## config.mk

```make
export PLATFORM = sky130hd
export DESIGN_NAME = ram_burst_ctrl_flat
export DESIGN_NICKNAME = d
export VERILOG_FILES = /design/src/rtl/ram_burst_pkg.sv /design/src/rtl/ram_burst_if.sv /design/src/rtl/ram_burst_rd_fifo.sv /design/src/rtl/ram_burst_ctrl.sv /design/src/flat_wrapper.sv
export SDC_FILE = /design/constraint.sdc
export NUM_CORES = 1
export LEC_CHECK = 0
export ABC_AREA = 0
export CAP_MARGIN = 20
export CELL_PAD_IN_SITES_DETAIL_PLACEMENT = 1
export CELL_PAD_IN_SITES_GLOBAL_PLACEMENT = 1
export CORE_MARGIN = 2
export CORE_UTILIZATION = 41
export DETAILED_ROUTE_END_ITERATION = 6
export GPL_ROUTABILITY_DRIVEN = 0
export GPL_TIMING_DRIVEN = 1
export PLACE_DENSITY_LB_ADDON = 0.1
export SLEW_MARGIN = 0
export SYNTH_ARGS = -nofsm -noshare
export SYNTH_HDL_FRONTEND = slang
export SYNTH_SLANG_ARGS = --single-unit
```

## constraint.sdc

```tcl
create_clock -name clk -period 5.1 [get_ports clk]
set_input_delay 1.275 -clock clk [delete_from_list [all_inputs] [get_ports clk]]
set_output_delay 1.275 -clock clk [all_outputs]
set_load 0.03 [all_outputs]
```

## src/rtl/ram_burst_pkg.sv

```systemverilog
// ram_burst_pkg: shared types and sizing for the RAM burst controller.
// Optional bounds check: RAM_BURST_CTRL_BOUNDS_CHECK_EN.
package ram_burst_pkg;

    typedef enum logic [1:0] {
        IDLE,
        WR,
        RD
    } state_t;

    localparam int RD_FIFO_DEPTH = 4;
    localparam int CNT_W = $clog2(RD_FIFO_DEPTH + 1);
    localparam int INFL_W = 2;

endpackage

```

## src/rtl/ram_burst_if.sv

```systemverilog
// ram_burst_if: command, write-stream and read-stream handshakes.
// master = command issuer, slave = ram_burst_ctrl.
interface ram_burst_if #(
    parameter int DW = 8,
    parameter int AW = 10
);
    logic          cmd_valid;
    logic          cmd_ready;
    logic          cmd_write;
    logic [AW-1:0] cmd_addr;
    logic [AW-1:0] cmd_len;
    logic          wdata_valid;
    logic          wdata_ready;
    logic [DW-1:0] wdata;
    logic          rdata_valid;
    logic          rdata_ready;
    logic [DW-1:0] rdata;
    logic          rdata_last;
    logic          done;
    logic          err;

    modport master (
        output cmd_valid, cmd_write, cmd_addr, cmd_len,
        output wdata_valid, wdata, rdata_ready,
        input  cmd_ready, wdata_ready,
        input  rdata_valid, rdata, rdata_last,
        input  done, err
    );

    modport slave (
        input  cmd_valid, cmd_write, cmd_addr, cmd_len,
        input  wdata_valid, wdata, rdata_ready,
        output cmd_ready, wdata_ready,
        output rdata_valid, rdata, rdata_last,
        output done, err
    );
endinterface

```

## src/rtl/ram_burst_rd_fifo.sv

```systemverilog
// ram_burst_rd_fifo: 4-entry skid FIFO for read data plus last flag.
// Pushes while full are dropped; the controller's credit logic prevents them.
module ram_burst_rd_fifo
    import ram_burst_pkg::*;
#(
    parameter int W = 9
) (
    input  logic             clk,
    input  logic             reset,
    input  logic             push,
    input  logic [W-1:0]     din,
    input  logic             pop,
    output logic [W-1:0]     dout,
    output logic             full,
    output logic             empty,
    output logic [CNT_W-1:0] count
);
    localparam int PW = $clog2(RD_FIFO_DEPTH);

    logic [W-1:0]  mem [RD_FIFO_DEPTH];
    logic [PW-1:0] wp;
    logic [PW-1:0] rp;
    logic          do_push;
    logic          do_pop;

    assign full    = (count == CNT_W'(RD_FIFO_DEPTH));
    assign empty   = (count == '0);
    assign do_push = push && !full;
    assign do_pop  = pop && !empty;
    assign dout    = mem[rp];

    always_ff @(posedge clk) begin
        if (do_push) mem[wp] <= din;
    end

    always_ff @(posedge clk) begin
        if (reset) begin
            wp    <= '0;
            rp    <= '0;
            count <= '0;
        end else begin
            if (do_push) wp <= wp + 1'b1;
            if (do_pop) rp <= rp + 1'b1;
            count <= count + CNT_W'(do_push) - CNT_W'(do_pop);
        end
    end
endmodule

```

## src/rtl/ram_burst_ctrl.sv

```systemverilog
// ram_burst_ctrl: turns commands into sequential RAM write/read bursts.
// Optional macro RAM_BURST_CTRL_BOUNDS_CHECK_EN rejects wrapping bursts.
module ram_burst_ctrl
    import ram_burst_pkg::*;
#(
    parameter int DW = 8,
    parameter int AW = 10
) (
    input  logic          clk,
    input  logic          reset,
    ram_burst_if.slave    bus,
    output logic          ram_wr_en,
    output logic [AW-1:0] ram_addr,
    output logic [DW-1:0] ram_din,
    input  logic [DW-1:0] ram_dout
);
    state_t              state;
    logic [AW-1:0]       addr_cnt;
    logic [AW-1:0]       beats_left;
    logic                rd_all;
    logic                iss_q;
    logic                last_q;
    logic [INFL_W-1:0]   infl;
    logic                done_wr_q;
    logic [AW-1:0]       addr_hold;
    logic [DW-1:0]       din_hold;

    logic                accept;
    logic                reject;
    logic                in_wr;
    logic                wr_hs;
    logic                pop;
    logic                issue;
    logic                credit_ok;
    logic                rd_done;
    logic [3:0]          occ_sum;
    logic [DW:0]         rd_dout;
    logic                rd_full;
    logic                rd_empty;
    logic [CNT_W-1:0]    rd_count;

    assign accept = bus.cmd_valid && bus.cmd_ready;
    assign in_wr  = (state == WR) && !reset;
    assign wr_hs  = in_wr && bus.wdata_valid;

`ifdef RAM_BURST_CTRL_BOUNDS_CHECK_EN
    logic          err_q;
    logic [AW:0]   end_addr;
    assign end_addr = {1'b0, bus.cmd_addr} + {1'b0, bus.cmd_len};
    assign reject   = accept && end_addr[AW];
    assign bus.err  = err_q;
`else
    assign reject   = 1'b0;
    assign bus.err  = 1'b0;
`endif

    assign bus.cmd_ready = (state == IDLE) && !done_wr_q && !reject_q() && !reset;
    assign bus.wdata_ready = in_wr;

    assign ram_wr_en = wr_hs;
    assign ram_addr  = (in_wr || issue) ? addr_cnt : addr_hold;
    assign ram_din   = in_wr ? bus.wdata : din_hold;

    // Reads in flight plus buffered beats must fit the FIFO before issuing.
    assign occ_sum   = 4'(rd_count) + 4'(infl) - 4'(pop);
    assign credit_ok = (occ_sum < 4'(RD_FIFO_DEPTH)) && !rd_full;
    assign issue     = (state == RD) && !rd_all && credit_ok && !reset;

    assign bus.rdata_valid = !rd_empty && !reset;
    assign bus.rdata       = rd_dout[DW-1:0];
    assign bus.rdata_last  = rd_dout[DW] && bus.rdata_valid;
    assign pop             = bus.rdata_valid && bus.rdata_ready;
    assign rd_done         = (state == RD) && pop && rd_dout[DW];
    assign bus.done        = done_wr_q || rd_done;

    function automatic logic reject_q();
`ifdef RAM_BURST_CTRL_BOUNDS_CHECK_EN
        return err_q;
`else
        return 1'b0;
`endif
    endfunction

    ram_burst_rd_fifo #(.W(DW + 1)) u_fifo (
        .clk   (clk),
        .reset (reset),
        .push  (iss_q),
        .din   ({last_q, ram_dout}),
        .pop   (pop),
        .dout  (rd_dout),
        .full  (rd_full),
        .empty (rd_empty),
        .count (rd_count)
    );

    always_ff @(posedge clk) begin
        if (reset) begin
            state      <= IDLE;
            addr_cnt   <= '0;
            beats_left <= '0;
            rd_all     <= 1'b0;
            iss_q      <= 1'b0;
            last_q     <= 1'b0;
            infl       <= '0;
            done_wr_q  <= 1'b0;
            addr_hold  <= '0;
            din_hold   <= '0;
`ifdef RAM_BURST_CTRL_BOUNDS_CHECK_EN
            err_q      <= 1'b0;
`endif
        end else begin
            done_wr_q <= 1'b0;
`ifdef RAM_BURST_CTRL_BOUNDS_CHECK_EN
            err_q     <= reject;
`endif
            addr_hold <= ram_addr;
            din_hold  <= ram_din;
            iss_q     <= issue;
            last_q    <= issue && (beats_left == '0);
            infl      <= infl + INFL_W'(issue) - INFL_W'(iss_q);
            unique case (state)
                IDLE: begin
                    if (accept && !reject) begin
                        addr_cnt   <= bus.cmd_addr;
                        beats_left <= bus.cmd_len;
                        rd_all     <= 1'b0;
                        state      <= bus.cmd_write ? WR : RD;
                    end
                end
                WR: begin
                    if (wr_hs) begin
                        addr_cnt   <= addr_cnt + 1'b1;
                        beats_left <= beats_left - 1'b1;
                        if (beats_left == '0) begin
                            state     <= IDLE;
                            done_wr_q <= 1'b1;
                        end
                    end
                end
                RD: begin
                    if (issue) begin
                        addr_cnt   <= addr_cnt + 1'b1;
                        beats_left <= beats_left - 1'b1;
                        if (beats_left == '0) rd_all <= 1'b1;
                    end
                    if (rd_done) state <= IDLE;
                end
                default: state <= IDLE;
            endcase
        end
    end
endmodule

```

## src/flat_wrapper.sv

```systemverilog
// flat-port wrapper written by rule: the top's interface ports become plain ports
module ram_burst_ctrl_flat import ram_burst_pkg::*;
#(
    parameter int DW = 8,
    parameter int AW = 10
)
  (clk, reset, ram_wr_en, ram_addr, ram_din, ram_dout, bus_cmd_valid, bus_cmd_write, bus_cmd_addr, bus_cmd_len, bus_wdata_valid, bus_wdata, bus_rdata_ready, bus_cmd_ready, bus_wdata_ready, bus_rdata_valid, bus_rdata, bus_rdata_last, bus_done, bus_err);
  ram_burst_if #(.DW(DW), .AW(AW)) bus_i ();
  input  logic clk;
  input  logic reset;
  output logic ram_wr_en;
  output logic [AW-1:0] ram_addr;
  output logic [DW-1:0] ram_din;
  input  logic [DW-1:0] ram_dout;
  input wire logic [$bits(bus_i.cmd_valid)-1:0] bus_cmd_valid;
  input wire logic [$bits(bus_i.cmd_write)-1:0] bus_cmd_write;
  input wire logic [$bits(bus_i.cmd_addr)-1:0] bus_cmd_addr;
  input wire logic [$bits(bus_i.cmd_len)-1:0] bus_cmd_len;
  input wire logic [$bits(bus_i.wdata_valid)-1:0] bus_wdata_valid;
  input wire logic [$bits(bus_i.wdata)-1:0] bus_wdata;
  input wire logic [$bits(bus_i.rdata_ready)-1:0] bus_rdata_ready;
  output wire logic [$bits(bus_i.cmd_ready)-1:0] bus_cmd_ready;
  output wire logic [$bits(bus_i.wdata_ready)-1:0] bus_wdata_ready;
  output wire logic [$bits(bus_i.rdata_valid)-1:0] bus_rdata_valid;
  output wire logic [$bits(bus_i.rdata)-1:0] bus_rdata;
  output wire logic [$bits(bus_i.rdata_last)-1:0] bus_rdata_last;
  output wire logic [$bits(bus_i.done)-1:0] bus_done;
  output wire logic [$bits(bus_i.err)-1:0] bus_err;
  assign bus_i.cmd_valid = bus_cmd_valid;
  assign bus_i.cmd_write = bus_cmd_write;
  assign bus_i.cmd_addr = bus_cmd_addr;
  assign bus_i.cmd_len = bus_cmd_len;
  assign bus_i.wdata_valid = bus_wdata_valid;
  assign bus_i.wdata = bus_wdata;
  assign bus_i.rdata_ready = bus_rdata_ready;
  assign bus_cmd_ready = bus_i.cmd_ready;
  assign bus_wdata_ready = bus_i.wdata_ready;
  assign bus_rdata_valid = bus_i.rdata_valid;
  assign bus_rdata = bus_i.rdata;
  assign bus_rdata_last = bus_i.rdata_last;
  assign bus_done = bus_i.done;
  assign bus_err = bus_i.err;
  ram_burst_ctrl #(.DW(DW), .AW(AW)) u_core (.clk(clk), .reset(reset), .bus(bus_i), .ram_wr_en(ram_wr_en), .ram_addr(ram_addr), .ram_din(ram_din), .ram_dout(ram_dout));
endmodule
```

==> images/congestion.png <==
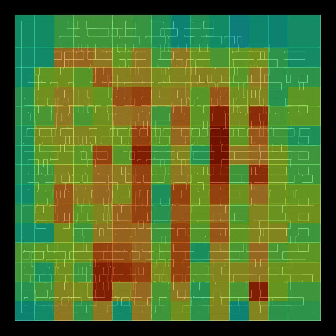
met3 usage: 3.13%
final core utilization: 51.3%
GR Layer Usage met1: 24.2%
Tot GR Track Use: 20.0%

==> images/wires.png <==
Bar = 20 µm. Two of the layers only.
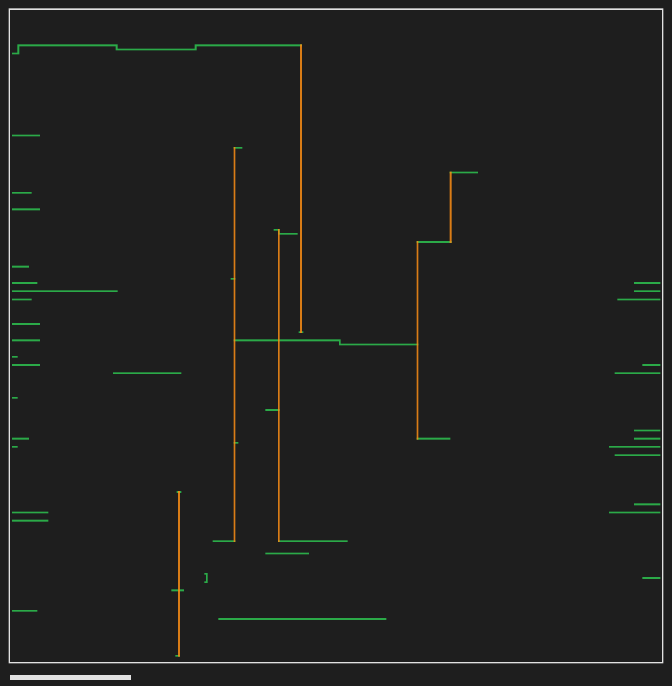
legend:
  orange:
    layer: metal 4
    wire_length: 236 µm
  green:
    layer: metal 3
    wire_length: 305 µm

==> images/layer_met1.png <==
Bar = 20 µm. Cells faint in the background.
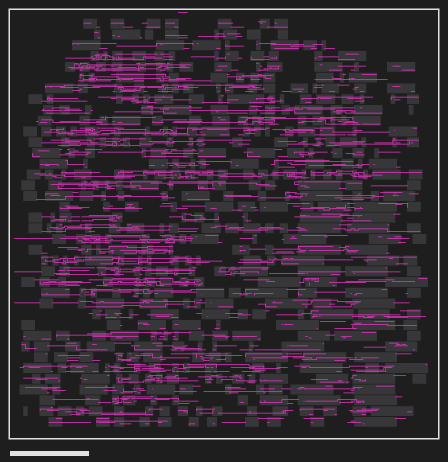
nets with wire on the layer: 502
longest straight run: 26.7 µm
main direction: horizontal
share of all routed wire: 44%

==> job_summary.md <==
## Synthesis and layout report

| Metric | Value |
|---|---|
| DR iter-0 viols | `135` |
| Mapped cell area | `4450 µm²` |
| Clk latency late pin | `0.37 ns` |
| Fin crit period | `5.00 ns` |
| Final setup vio count | `0` |
| Max Slew Vio Count | `0` |
| Total core area | `10,700 µm²` |
| Avg Inst Size Synth | `10.4 µm²` |
| Die H | `108 µm` |
| Most common cell in the netlist | `dfxtp_1` |
| LEAKAGE | `2.01 nW` |
| Area leader, netlist | `dfxtp_1` |
| Critical path arrival | `3.73 ns` |
| Post-route clock period utilization | `98.1%` |
| Slew at the pin closest to its max-slew limit | `0.930 ns` |
| Antenna Nets Post-Route | `0` |
| Status | `complete, no violations` |
| DP Worst Slack | `0.00340 ns` |
| First-pass GRT wire length | `17,900 µm` |
| Setup WS post-layout | `0.0967 ns` |
| # clock sinks | `91` |
| Yosys warns | `0` |
| Register share after synthesis | `49.0%` |
| Yosys Chip Area | `4450 µm²` |
| Final layout net count | `553` |
| FFs w/ async S/R, synth | `0%` |
| First-pass DRT Iterations | `4` |
| Count of tool warnings | `33` |
| Fillers | `1,186` |
| Commonest cells in the netlist | `dfxtp_1 (55), edfxtp_1 (36), o21ai_0 (36)` |
| Top-area cell type share of the netlist area | `24.7%` |
| CTS buffer count | `9` |
| WP data required | `3.83 ns` |
| Post-route DRC | `0` |
| Skew final | `0.00849 ns` |
| Htree depth | `3` |
| PwrDens | `513 nW/µm²` |
| Routed WL | `11,300 µm` |
| FP Util | `41.6%` |
| Worst-path maximum fanout | `10` |
| Max_slew headroom | `37.9%` |
| Vias in the first global route | `3,614` |
| Post-route design area | `5490 µm²` |
| GRT Residual Overflow | `0` |
| Number of enable flip-flop cells | `36` |
| PortBufs | `73` |
| Hpwl dp | `7930 µm` |
| CTS tree | `done` |
| Initial antenna violation count | `0` |
| Setup_tns | `0 ns` |
| Cell count listed in synth_stat.txt | `427` |
| Max Fclk | `200 MHz` |
| Register Area | `2180 µm²` |
| Area Overhead vs Synth | `23.3%` |
| Worst VDD drop | `245 µV` |
| Largest net degree at the start of global routing | `46` |
| Die Span X | `108 µm` |
| FF+latch count, synth | `91` |
| Syn Nets | `487` |
| Dominant synthesized flop cell | `dfxtp_1` |
| Layout cell share with drive strength beyond 1 | `13.5%` |
| Hold Vio Cnt, Final | `0` |
| Total of max-cap violations | `0` |
| Setup Crit Path Kind | `in -> out` |
| Routed WL per cell | `17.8 µm` |
| Vias per cell | `5.45` |
| Post-CTS Setup Inserts | `0` |
| Clk buf depth | `2` |
| Crit start category | `primary input` |
| Hold Crit Class | `reg -> reg` |
| Root Buffer | `clkbuf_8` |
| CTS resizes | `1` |
| Die area | `11,700 µm²` |
| Clock transition at path regs | `0.10 ns` |
| Yosys cell types | `54` |
| CTS Hold Bufs | `0` |
| # diodes | `0` |
| Area contributors post-synth | `dfxtp_1 (25%), edfxtp_1 (24%), ha_1 (4.8%)` |
| Logic area | `2030 µm²` |
| Cell count after synthesis | `427` |
| Area after DPL | `5290 µm²` |
| Num rows | `38` |
| Ports | `75` |
| Critical Path End Type | `output pin` |
| Via Count | `3,475` |
==> images/detail.png <==
Bar = 5 µm. Region (71, 71) to (91, 91) µm. Cells in gray, sequential cells in the stronger gray; small squares are vias.
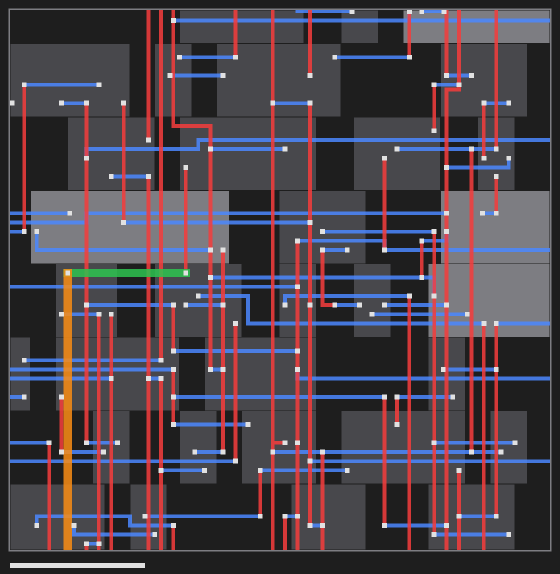
legend:
  orange:
    layer: metal 4
  green:
    layer: metal 3
  red:
    layer: metal 2
  blue:
    layer: metal 1
sequential cells in the window: 3
cells with their middle in the window: 28
netlist names of flops here include: u_core.infl (2), u_core.u_fifo.count (1)
most frequent: inv_1 (6), ha_1 (5)

==> images/metal_density.png <==
22 x 22 tiles, from white (low) to dark blue (high), scaled to the fullest tile. Values are wire area over tile area, all layers added.
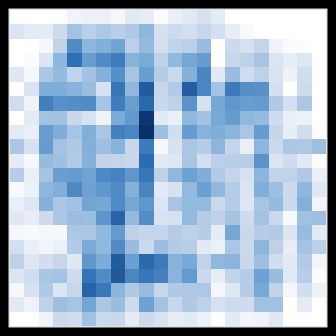
tiles over half the peak: 18%
fullest tile: 0.49
densest ninth of the die: center
mean over tiles: 0.15

==> worst max-delay path, cell delays in order <==
cell and delay (ns):
clkdlybuf4s50_1 0.50, nor2b_2 0.19, nor2b_1 0.19, nand2_1 0.08, ha_1 0.29, nand2_1 0.06
a32o_1 0.23, o21a_2 0.23, or2_4 0.28, o21ai_0 0.20, buf_4 0.20
==> cell families after synthesis <==
group                      Yosys count  synth area share, %
and+or+nand+nor                    112                 13.5
AOI/OAI and AO/OA                  110                 16.5
DFF                                 91                 49.0
buffers and inverters               62                 5.73
muxes                               24                 8.15
adders and majority gates           18                 5.23
xor gates and xnor gates             9                 1.77
other                                1               0.0842
==> final cells by class <==
cell class                      instances  area share [%]
Multi-Input combinational cell        274            36.9
Clock inverter                          7            1.18
Sequential cell                        91            39.7
Timing Repair Buffer                   84            14.5
Inverter                               33            2.26
Clock buffer                            9            2.26
Tap cell                              140            3.19
==> placed cells by master (no fill, tap or decap), types with 3 or more instances in the layout <==
cell             netlist  routed
o21ai_1                6      18
o31ai_1               13      13
inv_8                  0       3
xnor2_1                5       5
o21ai_0               36      23
nand2_1               26      26
mux4_2                 9       9
o211ai_1              17      17
o41ai_1               12      12
mux2_2                 8       8
edfxtp_1              36      36
clkdlybuf4s50_1        0      60
nor4_1                 8       8
xor2_1                 4       4
ha_1                  17      17
buf_4                  2      22
nor3_1                 9       9
and2_1                15      15
nand3_1                8       8
dfxtp_1               55      55
nand2b_1               3       3
nor2_1                15      15
mux2i_1                7       7
a21oi_1               12      12
inv_1                 32      32
clkbuf_8               0       9
nor3b_1                5       5
nor2b_1               13      12
==> path summary, 6_finish.rpt <==
path | slack, ns | endpoint | startpoint | cells past startpoint
max | 0.1 | ram_addr[0] | reset | 11
min | 0.48 | u_core.addr_hold[6] | u_core.addr_hold[6] | 2
max reg2reg | 2.25 | u_core.beats_left[9] | u_core.state[0] | 6
min reg2reg | 0.48 | u_core.addr_hold[6] | u_core.addr_hold[6] | 2
==> sequential cells by signal, summed over array words and instances, names as in the netlist, 2 cells and up, named ones only <==
| register | count |
|---|---|
| u_core.addr_cnt | 10 |
| u_core.infl | 2 |
| u_core.state | 2 |
| u_core.u_fifo.count | 3 |
| u_core.beats_left | 10 |
| u_core.din_hold | 8 |
| u_core.u_fifo.rp | 2 |
| u_core.u_fifo.mem | 36 |
| u_core.addr_hold | 10 |
| u_core.u_fifo.wp | 2 |
==> layer usage <==
metal | global-route usage, % | routed length (µm) | vias to the layer above
li1 | - | - | 1684
met1 | 24.2 | 4980 | 1720
met2 | 35.2 | 5830 | 54
met3 | 3.13 | 304 | 17
met4 | 8.70 | 235 | 0
met5 | 0 | 0 | -
==> stage by stage <==
step / power (mW) / hold slack (ns) / std cells
floorplan: 1.93 / 0.438 / 427
global placement: 2.29 / 0.454 / 622
detailed placement: 2.34 / 0.466 / 622
CTS: 2.82 / 0.484 / 638
global route: 3.01 / 0.501 / 638
finish: 2.82 / 0.484 / 638
==> power by group <==
group	switching [mW]	internal (mW)
clock network	0.292	0.191
registers	0.127	0.875
logic	0.802	0.530
Power figures rest on the tool's default switching activity, not on a simulated workload.
